Run 1, the metal 1 layer:
Supply wires on this layer in gray.
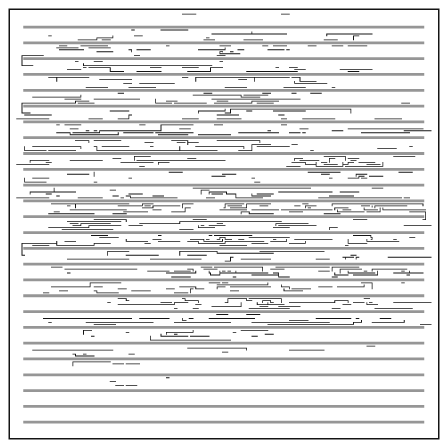
Run 1, the metal 2 layer:
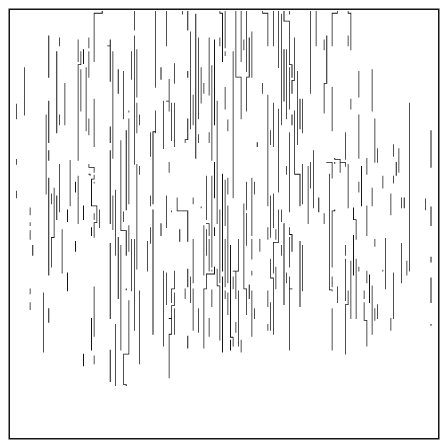
Run 1, met3 routing:
Scale bar: 20 µm.
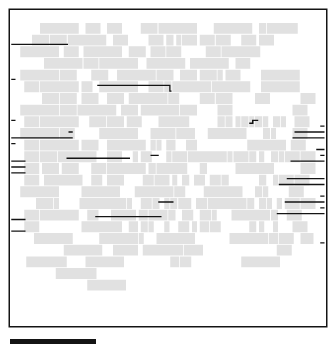
<file path="src/rtl/tipi_pkg.sv">
// Shared defaults, select-width helper and FSM state type for the TIPI Pi bridge.
// Latency: n/a (definitions only).
// Backpressure: n/a (definitions only).
package tipi_pkg;

   localparam int WIDTH_DEF  = 8;
   localparam int NUM_CH_DEF = 2;

   // Channel-select width: clog2 of the channel count, never below one bit.
   function automatic int sel_width(input int n);
      return (n <= 2) ? 1 : $clog2(n);
   endfunction

   typedef enum logic {
      ST_IDLE  = 1'b0,
      ST_SHIFT = 1'b1
   } state_t;

endpackage

</file>
<file path="src/rtl/tipi_sync.sv">
// Single-bit multi-flop synchronizer with a selectable reset value.
// Latency: STAGES clk cycles from input to output.
// Backpressure: none; free-running sampler.
module tipi_sync #(
   parameter int   STAGES  = 2,
   parameter logic RST_VAL = 1'b0
) (
   input  logic clk,
   input  logic rst_n,
   input  logic d_i,
   output logic q_o
);

   logic [STAGES-1:0] sync_q;

   // Shift the asynchronous input through the flop chain.
   always_ff @(posedge clk or negedge rst_n) begin
      if (!rst_n) begin
         sync_q <= {STAGES{RST_VAL}};
      end else begin
         sync_q <= {sync_q[STAGES-2:0], d_i};
      end
   end

   assign q_o = sync_q[STAGES-1];

endmodule

</file>
<file path="src/rtl/tipi_rpi_shift_bridge.sv">
// Oversampled Pi serial register bridge: NUM_CH WIDTH-bit write channels with read-back shift-out.
// Latency: pin edge to internal action SYNC_STAGES+1 clk; commit/sdout registered one clk later.
// Backpressure: none; the Pi paces frames, malformed frames are dropped and flagged in frame_err.
module tipi_rpi_shift_bridge
   import tipi_pkg::*;
#(
   parameter  int WIDTH       = WIDTH_DEF,
   parameter  int NUM_CH      = NUM_CH_DEF,
   parameter  int SYNC_STAGES = 2,
   localparam int SEL_W       = sel_width(NUM_CH)
) (
   input  logic                    clk,
   input  logic                    rst_n,
   input  logic                    rpi_sclk,
   input  logic                    rpi_sdata,
   input  logic                    rpi_le,
   input  logic [SEL_W-1:0]        rpi_sel,
   output logic                    rpi_sdout,
   input  logic [NUM_CH*WIDTH-1:0] tx_data,
   output logic [NUM_CH*WIDTH-1:0] rx_data,
   output logic [NUM_CH-1:0]       rx_strobe,
   output logic                    frame_err,
   input  logic                    err_clr
);

   localparam int               CNT_W    = $clog2(WIDTH + 2);
   localparam logic [CNT_W-1:0] CNT_FULL = CNT_W'(WIDTH);
   localparam logic [CNT_W-1:0] CNT_SAT  = CNT_W'(WIDTH + 1);

   // Synchronized Pi pins
   logic             sclk_s;
   logic             sdata_s;
   logic             le_s;
   logic [SEL_W-1:0] sel_s;

   tipi_sync #(.STAGES(SYNC_STAGES), .RST_VAL(1'b0)) u_sync_sclk (
      .clk(clk), .rst_n(rst_n), .d_i(rpi_sclk), .q_o(sclk_s)
   );

   tipi_sync #(.STAGES(SYNC_STAGES), .RST_VAL(1'b0)) u_sync_sdata (
      .clk(clk), .rst_n(rst_n), .d_i(rpi_sdata), .q_o(sdata_s)
   );

   // le idles high, so its chain resets high to keep reset release from looking like a frame start.
   tipi_sync #(.STAGES(SYNC_STAGES), .RST_VAL(1'b1)) u_sync_le (
      .clk(clk), .rst_n(rst_n), .d_i(rpi_le), .q_o(le_s)
   );

   for (genvar i = 0; i < SEL_W; i++) begin : g_sel_sync
      tipi_sync #(.STAGES(SYNC_STAGES), .RST_VAL(1'b0)) u_sync_sel (
         .clk(clk), .rst_n(rst_n), .d_i(rpi_sel[i]), .q_o(sel_s[i])
      );
   end

   // Edge detection and start-up arming
   logic                   sclk_dly_q;
   logic                   le_dly_q;
   logic [SYNC_STAGES-1:0] flush_q;
   logic                   armed_q;

   // Delay flops for edge detection; frames may only start once le has been seen high after reset.
   // flush_q marks when the le chain holds real pin samples instead of its reset value, so a reset
   // released while le is low (abandoned frame) is not mistaken for a new frame start.
   always_ff @(posedge clk or negedge rst_n) begin
      if (!rst_n) begin
         sclk_dly_q <= 1'b0;
         le_dly_q   <= 1'b1;
         flush_q    <= '0;
         armed_q    <= 1'b0;
      end else begin
         sclk_dly_q <= sclk_s;
         le_dly_q   <= le_s;
         flush_q    <= {flush_q[SYNC_STAGES-2:0], 1'b1};
         armed_q    <= armed_q | (flush_q[SYNC_STAGES-1] & le_s);
      end
   end

   logic sclk_rise;
   logic le_fall;
   logic le_rise;

   assign sclk_rise = sclk_s & ~sclk_dly_q;
   assign le_fall   = ~le_s & le_dly_q & armed_q;
   assign le_rise   = le_s & ~le_dly_q;

   // Frame state
   state_t                   state_q,     state_d;
   logic [SEL_W-1:0]         sel_q,       sel_d;
   logic [CNT_W-1:0]         bit_cnt_q,   bit_cnt_d;
   logic [WIDTH-1:0]         tx_sr_q,     tx_sr_d;
   logic [WIDTH-1:0]         rx_sr_q,     rx_sr_d;
   logic [NUM_CH*WIDTH-1:0]  rx_data_q,   rx_data_d;
   logic [NUM_CH-1:0]        rx_strobe_q, rx_strobe_d;
   logic                     frame_err_q, frame_err_d;

   // Channel decode of the frame's latched select, and the TI value to snapshot at frame start.
   logic [NUM_CH-1:0] ch_hit;
   logic              sel_valid;
   logic [WIDTH-1:0]  tx_load;

   // Decode channel hits; an out-of-range select hits nothing and loads zeros for shift-out.
   always_comb begin
      ch_hit  = '0;
      tx_load = '0;
      for (int n = 0; n < NUM_CH; n++) begin
         ch_hit[n] = (sel_q == SEL_W'(n));
         if (sel_s == SEL_W'(n)) begin
            tx_load = tx_data[n*WIDTH +: WIDTH];
         end
      end
      sel_valid = |ch_hit;
   end

   // Next-state logic: frame start, bit shifting, and commit/error on frame end.
   always_comb begin
      state_d     = state_q;
      sel_d       = sel_q;
      bit_cnt_d   = bit_cnt_q;
      tx_sr_d     = tx_sr_q;
      rx_sr_d     = rx_sr_q;
      rx_data_d   = rx_data_q;
      rx_strobe_d = '0;
      frame_err_d = frame_err_q & ~err_clr;

      case (state_q)
         ST_IDLE: begin
            if (le_fall) begin
               state_d   = ST_SHIFT;
               sel_d     = sel_s;
               bit_cnt_d = '0;
               tx_sr_d   = tx_load;
            end
         end
         ST_SHIFT: begin
            if (le_rise) begin
               state_d = ST_IDLE;
               if ((bit_cnt_q == CNT_FULL) && sel_valid) begin
                  for (int n = 0; n < NUM_CH; n++) begin
                     if (ch_hit[n]) begin
                        rx_data_d[n*WIDTH +: WIDTH] = rx_sr_q;
                        rx_strobe_d[n]              = 1'b1;
                     end
                  end
               end else begin
                  // Setting wins over a simultaneous clear.
                  frame_err_d = 1'b1;
               end
            end else if (sclk_rise) begin
               rx_sr_d = {rx_sr_q[WIDTH-2:0], sdata_s};
               tx_sr_d = {tx_sr_q[WIDTH-2:0], 1'b0};
               if (bit_cnt_q != CNT_SAT) begin
                  bit_cnt_d = bit_cnt_q + 1'b1;
               end
            end
         end
         default: state_d = ST_IDLE;
      endcase
   end

   // State and datapath registers.
   always_ff @(posedge clk or negedge rst_n) begin
      if (!rst_n) begin
         state_q     <= ST_IDLE;
         sel_q       <= '0;
         bit_cnt_q   <= '0;
         tx_sr_q     <= '0;
         rx_sr_q     <= '0;
         rx_data_q   <= '0;
         rx_strobe_q <= '0;
         frame_err_q <= 1'b0;
      end else begin
         state_q     <= state_d;
         sel_q       <= sel_d;
         bit_cnt_q   <= bit_cnt_d;
         tx_sr_q     <= tx_sr_d;
         rx_sr_q     <= rx_sr_d;
         rx_data_q   <= rx_data_d;
         rx_strobe_q <= rx_strobe_d;
         frame_err_q <= frame_err_d;
      end
   end

   assign rpi_sdout = (state_q == ST_SHIFT) & tx_sr_q[WIDTH-1];
   assign rx_data   = rx_data_q;
   assign rx_strobe = rx_strobe_q;
   assign frame_err = frame_err_q;

endmodule

</file>
<file path="config.mk">
export PLATFORM = sky130hd
export DESIGN_NAME = tipi_rpi_shift_bridge
export DESIGN_NICKNAME = d
export VERILOG_FILES = /design/src/rtl/tipi_pkg.sv /design/src/rtl/tipi_sync.sv /design/src/rtl/tipi_rpi_shift_bridge.sv
export SDC_FILE = /design/constraint.sdc
export NUM_CORES = 1
export LEC_CHECK = 0
export CAP_MARGIN = 20
export CORE_MARGIN = 2
export CORE_UTILIZATION = 45
export CTS_BUF_LIST = sky130_fd_sc_hd__clkbuf_4
export DETAILED_ROUTE_END_ITERATION = 7
export PLACE_DENSITY = 0.83
export SLEW_MARGIN = 20
export SYNTH_ARGS = -nofsm -noshare
export SYNTH_HDL_FRONTEND = slang
export SYNTH_SLANG_ARGS = --single-unit
</file>
<file path="constraint.sdc">
create_clock -name clk -period 1.8 [get_ports clk]
set_clock_uncertainty 0.05 [all_clocks]
set_input_delay 0.27 -clock clk [delete_from_list [all_inputs] [get_ports clk]]
set_output_delay 0.27 -clock clk [all_outputs]
set_load 0.02 [all_outputs]
</file>
==> Slide: Implementation Results, run 1 <==
Flow Results at a Glance

Run
  • Maxcap violations: 0
  • Tool warnings: 28

Cells and area
  • Register Area: 1360 µm²
  • Most numerous logic cell after layout: dfrtp_1
  • Most numerous logic cells after layout: dfrtp_1, clkdlybuf4s50_1, mux2_2
  • Combinational share of cell area: 0.272
  • Clock buffer count: 5

GRT
  • Overflow left after global routing: 0

Outcome
  • Outcome: complete, no violations

Floorplanning
  • # rows: 25
  • Die Area: 5430 µm²
  • Floorplan utilization: 0.465
  • IO Count: 43

Worst setup path
  • Slowest stage delay, CP: 0.63 ns
  • CP Cell Sequence: inv_1 > ha_1 > and3b_2 > or4b_2 > o21ai_1
  • Stages on worst setup path: 5
  • Crit-path max FO: 5
  • Crit. End Element: register
  • CP arrival: 1.99 ns
  • CP Launch Point: bit_cnt_q[1]
  • Critical path startpoint category: register

Synthesis
  • Ys async rst share: 1.00
  • Post-synthesis xor/xnor area fraction: 0
  • Top cell area share: 0.585
  • EDFF count, synth: 0
  • Count leader, synth: dfrtp_1
  • Synth mux share: 0.170
  • Fa+ha+maj area frac: 0.0172

Routing
  • Via density: 5.08
  • DR WL/cell: 14.7 µm
  • DR top layer: met4

Clock network
  • Setup bufs post-CTS: 2
  • Root Driver: clkbuf_4
  • Clk pin slew, worst setup/hold paths: 0.15 ns

Place
  • Placed cells: 262

STA
  • Final worst slack: 0.0692 ns
  • Period minus WS final: 1.73 ns
  • Max Fclk: 578 MHz

Pwr
  • Pleak: 0.00132 µW
  • Combinational cell power: 664 µW

Min path
  • Hold EP: u_sync_le.sync_q[0]
Back to the opening pictures, 'the metal 1 layer':
The layer holds 45% of the routed length. The wires run mostly horizontal. The longest straight run is 22.1 µm. The layer carries 1,810 µm of wire. 217 nets have wire on it.
final wirelength: 4020 µm
via count: 1,393

Back to the opening pictures, 'the metal 2 layer':
The longest straight run is 28.9 µm. The wires run mostly vertical. 201 nets have wire on it. The layer holds 49% of the routed length.
met2 Usage GRT: 0.250

Back to the opening pictures, 'met3 routing':
The longest straight run is 16.8 µm. The layer carries 165 µm of wire. The layer holds 4.1% of the routed length. The wires run mostly horizontal.
met3 Usage GRT: 0.0480

==> run 1 -> run 2 <==
--- a/config.mk
+++ b/config.mk
@@ -6,11 +6,11 @@
 export NUM_CORES = 1
 export LEC_CHECK = 0
 export CAP_MARGIN = 20
-export CORE_MARGIN = 2
-export CORE_UTILIZATION = 45
+export CORE_MARGIN = 3
+export CORE_UTILIZATION = 40
 export CTS_BUF_LIST = sky130_fd_sc_hd__clkbuf_4
 export DETAILED_ROUTE_END_ITERATION = 7
-export PLACE_DENSITY = 0.83
+export PLACE_DENSITY = 0.76
 export SLEW_MARGIN = 20
 export SYNTH_ARGS = -nofsm -noshare
 export SYNTH_HDL_FRONTEND = slang
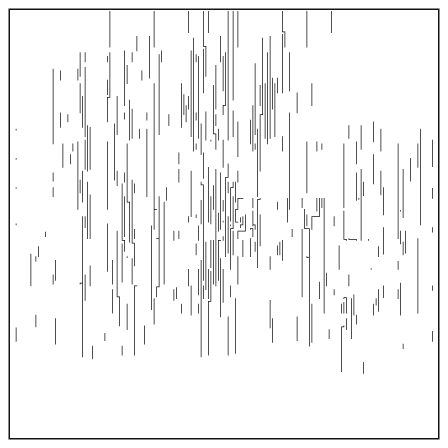
Run 2: the metal 2 layer
The wires run mostly vertical. The longest straight run is 27.2 µm.
via count: 1,372
final wirelength: 3850 µm

==> run 2 against run 1 <==
Synthesized cell count did not move. Worst hold slack improved by 0.0013 ns. Sequential power about the same. Power shrank 5.7%. Count of clock-buffer cells in the layout unchanged. Combinational power shrank 0.9%. Critical path type unchanged. Critical endpoint unchanged. Largest power group unchanged.
==> Slide: Implementation Results, run 2 <==
Flow Results at a Glance

Outcome
  • Outcome: complete, no violations

Synthesis
  • Fa+ha+maj area frac: 0.0172
  • Post-synthesis xor/xnor area fraction: 0
  • Synth mux share: 0.170
  • Ys async rst share: 1.00
  • EDFF count, synth: 0

Cells and area
  • Most numerous logic cell after layout: dfrtp_1
  • Most numerous logic cells after layout: dfrtp_1, clkdlybuf4s50_1, mux2_2
  • Clock buffer count: 5

Run
  • Tool warnings: 28
  • Maxcap violations: 0

GRT
  • Met3 Usage GRT: 0.0418
  • Overflow left after global routing: 0

Pwr
  • Combinational cell power: 658 µW

Worst setup path
  • Crit-path max FO: 5
  • CP arrival: 1.99 ns
  • CP Cell Sequence: ha_1 > and3b_1 > or4b_2 > o21ai_1
  • Slowest stage delay, CP: 0.64 ns
  • Critical path startpoint category: register
  • Crit. End Element: register
  • Stages on worst setup path: 4

Routing
  • Via density: 4.70
  • DR top layer: met4
  • DR WL/cell: 13.2 µm

Clock network
  • Root Driver: clkbuf_4
  • Setup bufs post-CTS: 1

Floorplanning
  • # rows: 26
  • Die Area: 6380 µm²
  • IO Count: 43

STA
  • Max Fclk: 576 MHz
  • Period minus WS final: 1.74 ns

Place
  • Placed cells: 281
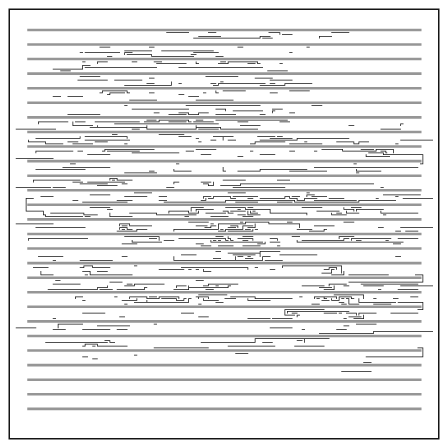
Run 2: the metal 1 layer
Supply wires on this layer in gray.
The longest straight run is 24.8 µm. The layer holds 49% of the routed length.
met1 Usage GRT: 0.191

==> run 2 -> run 3 <==
--- a/config.mk
+++ b/config.mk
@@ -5,12 +5,13 @@
 export SDC_FILE = /design/constraint.sdc
 export NUM_CORES = 1
 export LEC_CHECK = 0
+export ABC_AREA = 1
 export CAP_MARGIN = 20
 export CORE_MARGIN = 3
 export CORE_UTILIZATION = 40
 export CTS_BUF_LIST = sky130_fd_sc_hd__clkbuf_4
 export DETAILED_ROUTE_END_ITERATION = 7
-export PLACE_DENSITY = 0.76
+export PLACE_DENSITY_LB_ADDON = 0.25
 export SLEW_MARGIN = 20
 export SYNTH_ARGS = -nofsm -noshare
 export SYNTH_HDL_FRONTEND = slang
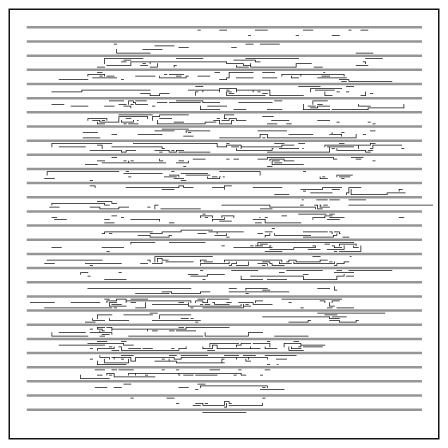
Run 3: the metal 1 layer
Supply wires on this layer in gray.
The wires run mostly horizontal. The longest straight run is 21.6 µm. The layer carries 2,000 µm of wire. The layer holds 50% of the routed length.

==> run 3 against run 2 <==
Sequential power fell by 6%. Final area rose by 2.1%. First-iteration DRC count rose by 100%. Critical path depth fell by 3. Worst hold slack barely moved. Synthesized cell count rose by 45%. Critical path type is now reg2out.
==> Slide: Implementation Results, run 3 <==
Flow Results at a Glance

Clock network
  • Clk pin slew, worst setup/hold paths: 0.15 ns
  • Setup bufs post-CTS: 0
  • Root Driver: clkbuf_4

Worst setup path
  • Critical path startpoint category: register
  • CP Launch Point: rx_data[1]
  • Stages on worst setup path: 1
  • CP Cell Sequence: clkdlybuf4s50_1
  • Crit. End Element: primary output
  • Crit-path max FO: 2
  • CP arrival: 1.36 ns
  • Worst EP required: 1.48 ns

GRT
  • Met1 Usage GRT: 0.194
  • Met2 Usage GRT: 0.198
  • Overflow left after global routing: 0

Synthesis
  • Post-synthesis xor/xnor area fraction: 0.00377
  • EDFF count, synth: 0
  • Count leader, synth: nand2_1
  • Fa+ha+maj area frac: 0.0162
  • Synth mux share: 0
  • Top cell area share: 0.549
  • Ys async rst share: 1.00

Cells and area
  • Most numerous logic cells after layout: nand2_1, dfrtp_1, clkdlybuf4s50_1
  • Combinational share of cell area: 0.280
  • Register Area: 1360 µm²
  • Clock buffer count: 5
  • Most numerous logic cell after layout: nand2_1

Pwr
  • Combinational cell power: 557 µW
  • Pleak: 0.00141 µW
  • Pwr top: registers
  • Sw frac: 0.315

Routing
  • DR WL/cell: 11.0 µm
  • Via count: 1,631
  • Wl on met1: 2000 µm
  • Via density: 4.51
  • DR top layer: met4

STA
  • Final worst slack: 0.116 ns
  • Max Fclk: 594 MHz
  • Period minus WS final: 1.68 ns
  • Unrepaired setup endpoints after global routing: false

Run
  • Maxcap violations: 0
  • Tool warnings: 28

Floorplanning
  • Floorplan utilization: 0.417
  • Die Y: 82.2 µm
  • IO Count: 43
  • Die Area: 6760 µm²
  • # rows: 27

Outcome
  • Outcome: complete, no violations

Place
  • Placed cells: 353
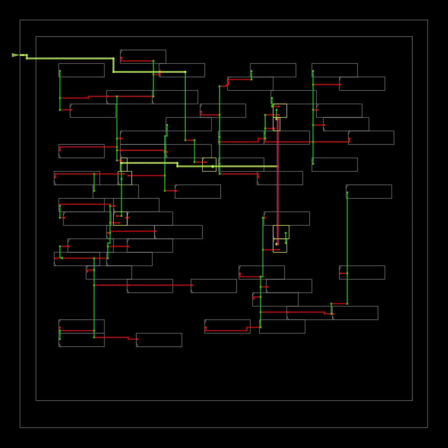
Run 3: clock wiring as the flow saved it
Clock group: 506 µW
num sequential: 54
CTS buffer count: 5
clock sink count: 54

No activity file was given, so power comes from the tool's default toggle rates.
